==> config.mk <==
export PLATFORM = sky130hd
export DESIGN_NAME = bin2bcd_seq
export DESIGN_NICKNAME = d
export VERILOG_FILES = /design/src/rtl/bin2bcd_seq.sv
export SDC_FILE = /design/constraint.sdc
export NUM_CORES = 1
export LEC_CHECK = 0
export ABC_AREA = 1
export CAP_MARGIN = 40
export CORE_ASPECT_RATIO = 1.5
export CORE_MARGIN = 5
export CORE_UTILIZATION = 30
export DETAILED_ROUTE_END_ITERATION = 7
export GPL_ROUTABILITY_DRIVEN = 0
export GPL_TIMING_DRIVEN = 0
export PLACE_DENSITY_LB_ADDON = 0.1
export SLEW_MARGIN = 10
export SYNTH_ARGS = -nofsm -noshare
export SYNTH_HDL_FRONTEND = slang
export SYNTH_SLANG_ARGS = --single-unit
==> constraint.sdc <==
create_clock -name clk -period 1.45 [get_ports clk]
set_input_delay 0.2175 -clock clk [delete_from_list [all_inputs] [get_ports clk]]
set_output_delay 0.2175 -clock clk [all_outputs]
set_load 0.03 [all_outputs]
A small window of the routed layout:
Region (43, 13) to (73, 43) um. Cells in gray, sequential cells in the stronger gray; small squares are vias.
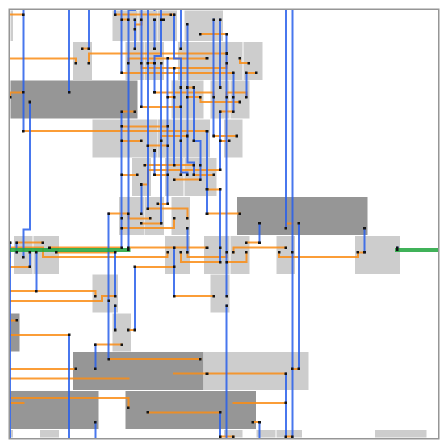
legend:
  met3:
    color: green
  met2:
    color: blue
  met1:
    color: orange
most frequent: nand2_1 (13)
sequential cells in the window: 5
cells with their middle in the window: 37

Clock nets:
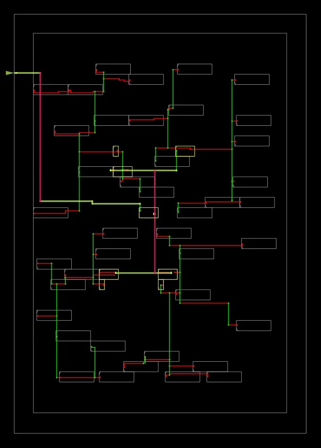
clock sink total: 41
Clock group: 0.000731 W
TritonCTS Buffers: 5
FFs & Latches: 41
layout clock buffer count: 8

Sequential cells colored by netlist name:
Bar = 20 um. Other sequential cells in the stronger gray, the rest of the logic in the fainter gray.
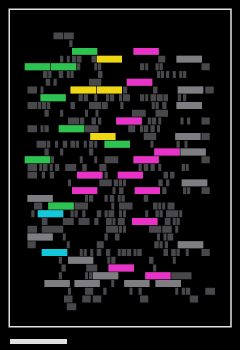
legend:
  `bin_q`:
    color: green
    placed_flops: 8
  `state_q`:
    color: cyan
    placed_flops: 2
  `scr_q`:
    color: magenta
    placed_flops: 12
  `cnt_q`:
    color: yellow
    placed_flops: 4
    where: top middle
Seq group: 0.00198 W
Reg area: 1026 um^2
flop share of the area: 40.98%
Finished Core Util: 37.04%

Sizing map:
Bar = 20 um.
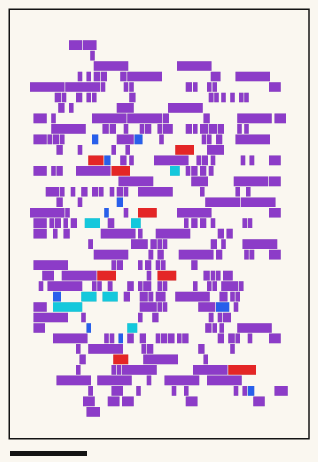
legend:
  drive 6 and up:
    color: red
    cells: 8
    share: 2.8%
    most_used: clkbuf_8
  drive 3 to 4:
    color: cyan
    cells: 7
    share: 2.5%
    most_used: buf_4
  drive 1 or less:
    color: purple
    cells: 260
    share: 91%
    most_used: nand2_1
  drive 2:
    color: blue
    cells: 10
    share: 3.5%
    most_used: buf_2
P&R area growth vs syn: 22.46%
Non-clock buffers: 36
Design Area, Final: 2504 um^2
final worst slack: 114.1 ps

Clock distribution:
Bar = 20 um.
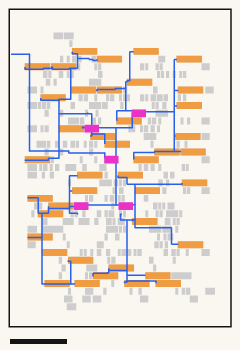
legend:
  clock wires:
    color: blue
    length: 604 um
  cells driving clock nets:
    color: magenta
    count: 5
  flip-flops:
    color: orange
    count: 41
routed clock nets: 6
clock power share: 12.7%
clock skew: 7.414 ps
Latency at later pin: 290 ps

==> job_summary.md <==
## Implementation flow summary

| Metric | Value |
|---|---|
| Non-Filler Instances | `363` |
| Net Sw Power | `0.002710 W` |
| Status | `completed` |
| Post-CTS Setup Bufs | `0` |
| Clock-pin slew on the worst setup and hold paths | `80 ps` |
| Post-synth ARST share | `100.0%` |
| Levels on crit path | `7` |
| # rows | `37` |
| CP cell instances | `inv_1 > ha_1 > inv_1 > nand2_1 > a21boi_1 > nand2_1 > o21ai_1` |
| Syn Inst Count | `248` |
| Synth Area in Adders | `4.896%` |
| H-tree Lvls | `2` |
| Post-synth top cells | `nand2_1, dfrtp_1, nand3_1, inv_1, o21ai_0` |
| Yosys chip area | `2044 um^2` |
| Synthesized net count | `268` |
| Worst-Margin Slew | `419.4 ps` |
| M1 WL | `1.933 mm` |
| Fmax | `748.5 MHz` |
| CP Max Fanout | `5` |
| Final WL | `4.613 mm` |
| Setup WS pre-CTS | `17.02 ps` |
| Total power | `0.005776 W` |
| Logic family by area | `simple AND/OR/NAND/NOR gates` |
| Minimum clock period | `1336 ps` |
| Max-capacitance violation count | `0` |
| First-pass GRT wire length | `8.114 mm` |
| Met1 usage | `13.28%` |
| DIE HEIGHT | `111.1 um` |
| Post-DP HPWL | `3.421 mm` |
| Power per cell area | `2307 nW/um^2` |
| FF-to-FF path depth | `7` |
| Antenna Cells | `0` |
| Comb power | `0.00307 W` |
| Total GRT Usage | `11.50%` |
| Multi-In Gates | `171` |
| Highest-count logic cell in the final layout | `nand2_1` |
| Initial antenna violation count | `0` |
| Core ar. | `6759 um^2` |
| Post-synth EDFFs | `0` |
| Mapped cell area | `2044 um^2` |
| Top Consumer | `combinational logic` |
| Max Slew Vio Count | `0` |
| Hold-fix buffers, CTS | `1` |
| Ys flops | `41` |
| Mux area share | `0%` |
| Syn Area/Cell | `8.244 um^2` |
| Cell type with the largest total area | `dfrtp_1` |
| Synth Warn # | `0` |
| Crit. End Element | `register` |
| Critical Path Slowest Stage Cell | `dfrtp_1` |
| Yosys xor share | `0%` |
| GRT overflow | `0` |
| Layout cell share with drive strength beyond 1 | `8.772%` |
| Setup TNS Final | `0 ps` |
| Final Hold Viols | `0` |
| Vias in the first global route | `1777` |
| # Cells Yosys | `248` |
| Register share after synthesis | `50.18%` |
| Count leader, synth | `nand2_1` |
| Post-CTS sizing | `15` |
| CTS Buffer Depth | `2` |
| Chip Area | `8600 um^2` |
| Dpl cells | `353` |
| Met2 Use GR | `20.87%` |
| Peak supply drop | `1.125 mV` |
| Die X | `77.41 um` |
| CP bufs+invs | `2` |
| Main flop type | `dfrtp_1` |
| Final Hold Slack | `390.0 ps` |
| Startpoint Class | `register` |
| Slew HR | `72.04%` |
| Pint | `0.003066 W` |
| Init Core Util | `30.25%` |
| Top-area cell share | `50.18%` |
| Part of the power in combinational logic | `53.1%` |
| TritonCTS clock tree | `built` |
| Setup Viol. Count Final | `0` |
| Largest net degree at the start of global routing | `26` |
| Signal buf overhead | `13.04%` |
| Aoi share | `6.732%` |
| Vias per inst | `4.675` |
| PortBufs | `26` |
| Initial DRC Count | `52` |
| Critical path arrival | `1560 ps` |
| Hold/Removal Path Class | `input port to asynchronous set/reset pin` |
| ClkCell Share | `3.198%` |
| MI comb area | `864.6 um^2` |
| Final #Nets | `304` |
| Avg WL per Cell | `12.71 um` |
| OpenROAD warnings | `30` |
| Sequential share of power | `34.2%` |
| Root Buffer Master | `clkbuf_8` |
| Basic Gates by Area | `30.29%` |
| WL met3 | `172 um` |
| Via count | `1697` |
| WP data required | `1670 ps` |
| Tap Count | `78` |
| Drt first pass iters | `4` |
| WS Path Type | `register to register` |
| Routed Antenna Nets | `0` |
| Met2 wire length | `2.429 mm` |
| Uppermost layer routed | `met4` |
Power is estimated from default activity; no workload was simulated.
